[src/rtl/farm_dram_bridge_pkg.sv]
// -----------------------------------------------------------------------------
// farm_dram_bridge_pkg
// Shared types and constants for the farm-to-DRAM AXI4-Lite bridge:
//   - bridge_state_t : 3-bit bridge FSM state encoding
//   - BRIDGE_BASE_ADDR : DRAM byte address of farm record 0
//   - byte_swap()    : byte-order reversal used when DRAM_BYTE_SWAP_EN is set
// -----------------------------------------------------------------------------
package farm_dram_bridge_pkg;

    localparam int unsigned BRIDGE_ADDR_W    = 17;
    localparam int unsigned BRIDGE_DATA_W    = 32;
    localparam logic [BRIDGE_ADDR_W-1:0] BRIDGE_BASE_ADDR = 17'h10000;

    typedef enum logic [2:0] {
        ST_IDLE,
        ST_AR,
        ST_R,
        ST_AW,
        ST_W,
        ST_B,
        ST_DONE
    } bridge_state_t;

    // {b3,b2,b1,b0} -> {b0,b1,b2,b3}
    function automatic logic [BRIDGE_DATA_W-1:0] byte_swap(input logic [BRIDGE_DATA_W-1:0] d);
        logic [BRIDGE_DATA_W-1:0] s;
        s = '0;
        for (int unsigned i = 0; i < BRIDGE_DATA_W / 8; i++) begin
            s[8*i +: 8] = d[BRIDGE_DATA_W - 8 - 8*i +: 8];
        end
        return s;
    endfunction

endpackage

[src/rtl/farm_dram_bridge_fsm.sv]
// -----------------------------------------------------------------------------
// farm_dram_bridge_fsm
// State register and sequencing for the farm-to-DRAM bridge. One request at a
// time: IDLE -> AR -> R -> DONE for reads, IDLE -> AW -> W -> B -> DONE for
// writes. All handshake outputs are registered alongside the state.
// Ports:
//   clk, rst_n          : clock, asynchronous active-low reset
//   req_valid, req_rd   : farm request strobe and read(1)/write(0) select
//   ar_ready, r_valid,
//   aw_ready, w_ready,
//   b_valid             : AXI4-Lite handshake inputs from the DRAM
//   state               : current state (datapath uses it to latch/capture)
//   ar_valid, r_ready,
//   aw_valid, w_valid,
//   b_ready             : registered AXI4-Lite handshake outputs
//   out_valid           : one-cycle completion pulse to the farm
// -----------------------------------------------------------------------------
module farm_dram_bridge_fsm
    import farm_dram_bridge_pkg::*;
(
    input  logic          clk,
    input  logic          rst_n,
    input  logic          req_valid,
    input  logic          req_rd,
    input  logic          ar_ready,
    input  logic          r_valid,
    input  logic          aw_ready,
    input  logic          w_ready,
    input  logic          b_valid,
    output bridge_state_t state,
    output logic          ar_valid,
    output logic          r_ready,
    output logic          aw_valid,
    output logic          w_valid,
    output logic          b_ready,
    output logic          out_valid
);

    // Each VALID/READY is set on entry to its state and cleared on the
    // transition out, so it is high for exactly the cycles spent in that state.
    always_ff @(posedge clk or negedge rst_n) begin
        if (!rst_n) begin
            state     <= ST_IDLE;
            ar_valid  <= 1'b0;
            r_ready   <= 1'b0;
            aw_valid  <= 1'b0;
            w_valid   <= 1'b0;
            b_ready   <= 1'b0;
            out_valid <= 1'b0;
        end else begin
            out_valid <= 1'b0;
            case (state)
                ST_IDLE: begin
                    if (req_valid) begin
                        if (req_rd) begin
                            state    <= ST_AR;
                            ar_valid <= 1'b1;
                        end else begin
                            state    <= ST_AW;
                            aw_valid <= 1'b1;
                        end
                    end
                end
                ST_AR: begin
                    if (ar_ready) begin
                        state    <= ST_R;
                        ar_valid <= 1'b0;
                        r_ready  <= 1'b1;
                    end
                end
                ST_R: begin
                    if (r_valid) begin
                        state     <= ST_DONE;
                        r_ready   <= 1'b0;
                        out_valid <= 1'b1;
                    end
                end
                ST_AW: begin
                    if (aw_ready) begin
                        state    <= ST_W;
                        aw_valid <= 1'b0;
                        w_valid  <= 1'b1;
                    end
                end
                ST_W: begin
                    if (w_ready) begin
                        state   <= ST_B;
                        w_valid <= 1'b0;
                        b_ready <= 1'b1;
                    end
                end
                ST_B: begin
                    if (b_valid) begin
                        state     <= ST_DONE;
                        b_ready   <= 1'b0;
                        out_valid <= 1'b1;
                    end
                end
                ST_DONE: begin
                    state <= ST_IDLE;
                end
                default: begin
                    state    <= ST_IDLE;
                    ar_valid <= 1'b0;
                    r_ready  <= 1'b0;
                    aw_valid <= 1'b0;
                    w_valid  <= 1'b0;
                    b_ready  <= 1'b0;
                end
            endcase
        end
    end

endmodule

[src/rtl/farm_dram_bridge.sv]
// -----------------------------------------------------------------------------
// farm_dram_bridge
// Converts single-word farm cache requests into AXI4-Lite read or write
// transactions toward the DRAM model, returning read data or a write
// acknowledge as a one-cycle C_out_valid pulse. One request outstanding.
// Configuration macro: DRAM_BYTE_SWAP_EN -- when defined, W_DATA and C_data_r
// are byte-reversed relative to C_data_w and R_DATA; otherwise straight through.
// Ports:
//   clk, rst_n                 : clock, asynchronous active-low reset
//   C_addr, C_data_w,
//   C_in_valid, C_r_wb         : farm request (record index, data, strobe, 1=read)
//   C_out_valid, C_data_r      : completion pulse and last read data
//   AR_*, R_*                  : AXI4-Lite read address / read data channels
//   AW_*, W_*, B_*             : AXI4-Lite write address / data / response
// -----------------------------------------------------------------------------
module farm_dram_bridge
    import farm_dram_bridge_pkg::*;
#(
    parameter int unsigned            ADDR_W    = BRIDGE_ADDR_W,
    parameter int unsigned            DATA_W    = BRIDGE_DATA_W,
    parameter logic [ADDR_W-1:0]      BASE_ADDR = BRIDGE_BASE_ADDR
) (
    input  logic              clk,
    input  logic              rst_n,
    input  logic [7:0]        C_addr,
    input  logic [DATA_W-1:0] C_data_w,
    input  logic              C_in_valid,
    input  logic              C_r_wb,
    output logic              C_out_valid,
    output logic [DATA_W-1:0] C_data_r,
    output logic              AR_VALID,
    output logic [ADDR_W-1:0] AR_ADDR,
    input  logic              AR_READY,
    input  logic              R_VALID,
    input  logic [DATA_W-1:0] R_DATA,
    input  logic [1:0]        R_RESP,
    output logic              R_READY,
    output logic              AW_VALID,
    output logic [ADDR_W-1:0] AW_ADDR,
    input  logic              AW_READY,
    output logic              W_VALID,
    output logic [DATA_W-1:0] W_DATA,
    input  logic              W_READY,
    input  logic              B_VALID,
    input  logic [1:0]        B_RESP,
    output logic              B_READY
);

    bridge_state_t     state;
    logic [ADDR_W-1:0] addr_q;
    logic [DATA_W-1:0] wdata_q;
    logic [ADDR_W-1:0] req_addr;
    logic [DATA_W-1:0] wdata_in;
    logic [DATA_W-1:0] rdata_in;
    logic              unused_resp;

    // Responses carry no error path.
    assign unused_resp = ^{R_RESP, B_RESP};

    assign req_addr = BASE_ADDR + ADDR_W'({C_addr, 2'b00});

`ifdef DRAM_BYTE_SWAP_EN
    assign wdata_in = byte_swap(C_data_w);
    assign rdata_in = byte_swap(R_DATA);
`else
    assign wdata_in = C_data_w;
    assign rdata_in = R_DATA;
`endif

    farm_dram_bridge_fsm u_fsm (
        .clk       (clk),
        .rst_n     (rst_n),
        .req_valid (C_in_valid),
        .req_rd    (C_r_wb),
        .ar_ready  (AR_READY),
        .r_valid   (R_VALID),
        .aw_ready  (AW_READY),
        .w_ready   (W_READY),
        .b_valid   (B_VALID),
        .state     (state),
        .ar_valid  (AR_VALID),
        .r_ready   (R_READY),
        .aw_valid  (AW_VALID),
        .w_valid   (W_VALID),
        .b_ready   (B_READY),
        .out_valid (C_out_valid)
    );

    // Swap is applied on the way into the registers so W_DATA/C_data_r stay
    // pure flop outputs.
    always_ff @(posedge clk or negedge rst_n) begin
        if (!rst_n) begin
            addr_q   <= '0;
            wdata_q  <= '0;
            C_data_r <= '0;
        end else begin
            if (state == ST_IDLE && C_in_valid) begin
                addr_q  <= req_addr;
                wdata_q <= wdata_in;
            end
            if (state == ST_R && R_VALID) begin
                C_data_r <= rdata_in;
            end
        end
    end

    assign AR_ADDR = addr_q;
    assign AW_ADDR = addr_q;
    assign W_DATA  = wdata_q;

endmodule

[config.mk]
export PLATFORM = sky130hd
export DESIGN_NAME = farm_dram_bridge
export DESIGN_NICKNAME = d
export VERILOG_FILES = /design/src/rtl/farm_dram_bridge_pkg.sv /design/src/rtl/farm_dram_bridge_fsm.sv /design/src/rtl/farm_dram_bridge.sv
export SDC_FILE = /design/constraint.sdc
export NUM_CORES = 1
export LEC_CHECK = 0
export CORE_UTILIZATION = 39
export DETAILED_ROUTE_END_ITERATION = 10
export PLACE_DENSITY_LB_ADDON = 0.25
export SLEW_MARGIN = 20
export SYNTH_ARGS = -nofsm -noshare
export SYNTH_HDL_FRONTEND = slang
export SYNTH_SLANG_ARGS = --single-unit
export TNS_END_PERCENT = 30
[constraint.sdc]
create_clock -name clk -period 2.62 [get_ports clk]
set_clock_uncertainty 0.2 [all_clocks]
set_input_delay 0.655 -clock clk [delete_from_list [all_inputs] [get_ports clk]]
set_output_delay 0.655 -clock clk [all_outputs]
set_load 0.03 [all_outputs]
==> flow_metrics.py <==
# Flow results
metrics = {
    "outcome": {
        "outcome": "completed",
    },
    "final_layout": {
        "nFillCells": 710,
        "layout.cells.most_common": "clkdlybuf4s50_1",
        "area_growth_syn_to_layout_pct": 54.5,
        "drive_gt1_frac": 0.227,
        "n_antenna_cell": 0,
        "fin_nets": 511,
    },
    "setup_path": {
        "critPathTopFamily": "buffers and inverters",
        "worstPathCellList": "clkdlybuf4s50_1",
        "worstReg2RegEnd": "u_fsm.state[0]$_DFFE_PN0P_",
        "start_kind": "register",
        "cp.buffers_inverters": 1,
        "r2r-start": "u_fsm.state[1]$_DFFE_PN0P_",
        "crit_end": "B_READY",
        "cp.depth": 1,
        "criticalPathCategory": "reg2out",
        "r2r_setup_slack_ns": 0.37,
        "cpMaxStageDelayCell": "clkdlybuf4s50_1",
        "slowest_delay_ns": 0.71,
    },
    "final_timing": {
        "finalCritPeriodShare": 0.870,
        "post-route-min-period_ns": 2.28,
        "timing.hold.ws_ns": 0.306,
        "rsz0062_at_grt": "false",
        "fin_ws_ns": 0.341,
        "hold_viol": 0,
        "finalMaxSlewViolations": 0,
        "setup_viol": 0,
    },
    "yosys": {
        "synth-seq-area-share": 0.580,
        "synth-edff-count": 0,
        "netlist_instances": 253,
        "ys_area_um2": 3540,
        "yosysTopAreaCellShare": 0.580,
        "syn_avg_cell_area_um2": 14.0,
        "ys_cells": 253,
    },
    "cts": {
        "clock_path_buffers": 2,
        "htree_levels": 3,
        "cts_tree": "done",
        "clock-sinks": 82,
        "hold_buffers": 1,
        "cts_resized": 0,
        "cts_buffers": 9,
    },
    "floorplanning": {
        "core_um2": 8760,
        "die-area_um2": 9460,
        "ioPinCount": 189,
        "die_x_um": 97.3,
        "die_y_um": 97.3,
        "core.rowCount": 34,
    },
    "route": {
        "firstDrtPassIters": 4,
        "routed_via_density": 4.75,
        "remaining_drc_errors": 0,
        "antenna_left": 0,
        "drt_iter0_drc": 44,
        "vias": 2523,
    },
    "placed_design": {
        "dp_hpwl_mm": 5.96,
        "place_area_um2": 5250,
        "dpl_worst_slack_ns": 0.310,
        "place_inst": 515,
    },
    "pwr": {
        "comb_power_share": 0.570,
        "switching_share": 0.409,
        "internal_power_uw": 4430,
        "total_power_uw": 7500,
        "switching_power_uw": 3070,
    },
    "global_route": {
        "grt_antenna_before_repair": 0,
        "grt_pass1_vias": 2536,
        "grt_pass1_wl_mm": 13.2,
        "grt_overflow_total": 0,
        "grt_max_degree": 39,
    },
    "min_path": {
        "hp-start": "W_DATA[29]$_DFFE_PN0P_",
        "holdPathStages": 1,
    },
    "run": {
        "cap_violations": 0,
    },
}
-- power groups by stage --
stage	clock, uW	sequential [uW]	combinational, uW
2_1_floorplan	0	3460	1440
3_3_place_gp	0	2240	4260
3_5_place_dp	0	2290	4310
4_1_cts	1000	2270	4320
5_1_grt	1060	2360	4500
6_report	965	2260	4280
-- cells by family (layout without fill, tap and decap cells) --
group                    Yosys count  after routing  synth area share
flip-flops                        82             82             0.580
buffers and inverters             41            196            0.0757
other                              1             16           0.00106
adder cells (fa/ha/maj)            7              7            0.0248
AND-OR/OR-AND                     21             21            0.0403
AND/OR/NAND/NOR                   27             27            0.0431
multiplexers                      74             74             0.235
-- layout make-up --
type | count | area (um2) | share of cell area
Sequential cell | 82 | 2050 | 0.375
Multi-Input combinational cell | 145 | 1280 | 0.234
Clock inverter | 5 | 80.1 | 0.0147
Tap cell | 108 | 135 | 0.0247
Inverter | 7 | 26.3 | 0.00481
Clock buffer | 10 | 128 | 0.0234
Timing Repair Buffer | 174 | 1760 | 0.323
-- cell usage after synthesis (2+ instances only) --
cell type  count
buf_2          7
a22oi_1        2
buf_4         26
o2bb2ai_1      2
or3_1          3
nand2b_1       2
and2b_1        2
nand2_1        6
dfrtp_1       82
mux2_1         2
inv_1          6
nand4_1        2
mux2_2        71
nor2b_1        4
ha_1           7
a21oi_1        2
nor3_1         3
o21ai_0        7
nand3_1        3
-- registers in the layout, indices dropped and copies added, names as in the netlist --
register and count:
u_fsm.ar_valid 1, u_fsm.w_valid 1, u_fsm.b_ready 1, W_DATA 32, C_data_r 32, u_fsm.state 3
u_fsm.r_ready 1, u_fsm.aw_valid 1, u_fsm.out_valid 1, AR_ADDR 9
**Clock distribution**

Scale: 4 px per um.
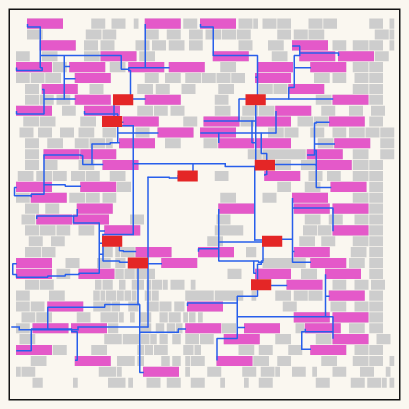
[flip-flops] magenta | count: 82
[clock-net drivers] red | count: 9
[clock wires] blue | length: 1010 um
routed clock nets: 10
clock latency on the worst-skew pair: 0.34 ns
P_clk: 965 uW
clock power share: 0.129

**Signal metal coverage by tile**

Scale: 4 px per um. The die is cut into 19 by 19 equal tiles; white is low, dark blue is high, scaled to the fullest tile. Values are wire area over tile area, all layers added.
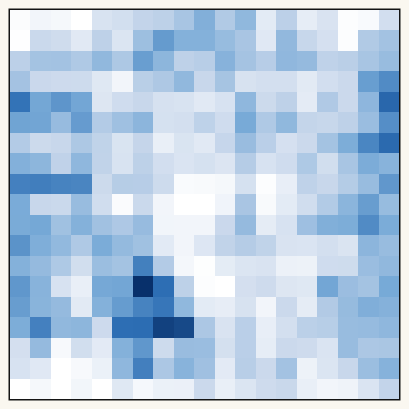
mean over tiles: 0.14
emptiest ninth of the die: centre
nearly empty tiles: 4.2%
WL per Instance: 15.0 um
final wirelength: 7.94 mm

**Congestion heat map**

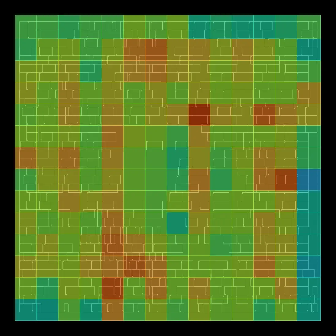
met1 GRT Util: 0.235
GRT busiest layer: met2
M3 GR Usage: 0.0561
met2 GRT Util: 0.275
final core occ: 0.624

**Close-up of the layout**

Window x 34 to 64, y 14 to 44 um. Cells in grey, sequential cells in the stronger grey; small squares are vias.
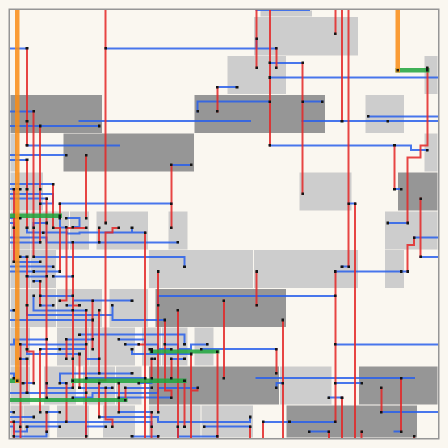
[M2] red
[M3] green
[M4] orange
[M1] blue
netlist names of flops here include: W_DATA (2)
most frequent: dfrtp_1 (7)
sequential cells in the window: 7
cells with their middle in the window: 41

**Logic cells by family**

Scale: 6 px per um.
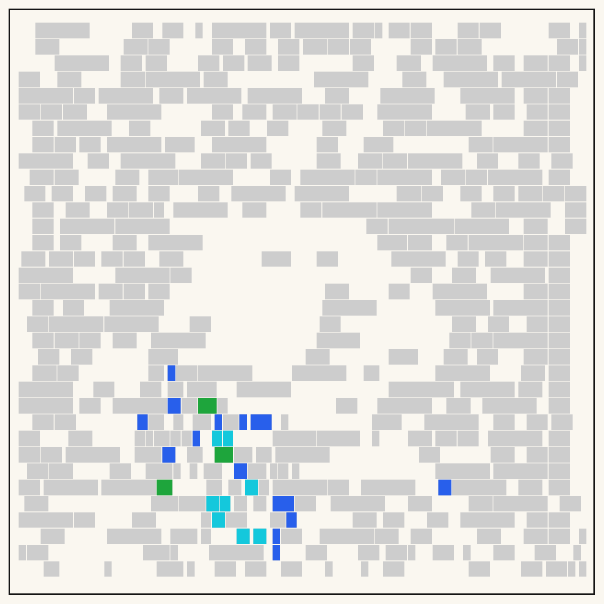
[non-inverting ao/oa cells] green | cells: 3
[nor cells] cyan | cells: 8 | most used: nor2b_1
[nand cells] blue | cells: 14 | most used: nand2_1 | where: bottom centre
final std cells w/o fill: 531
multi-input combinational area share: 0.234

No activity file was given, so power comes from the tool's default toggle rates.
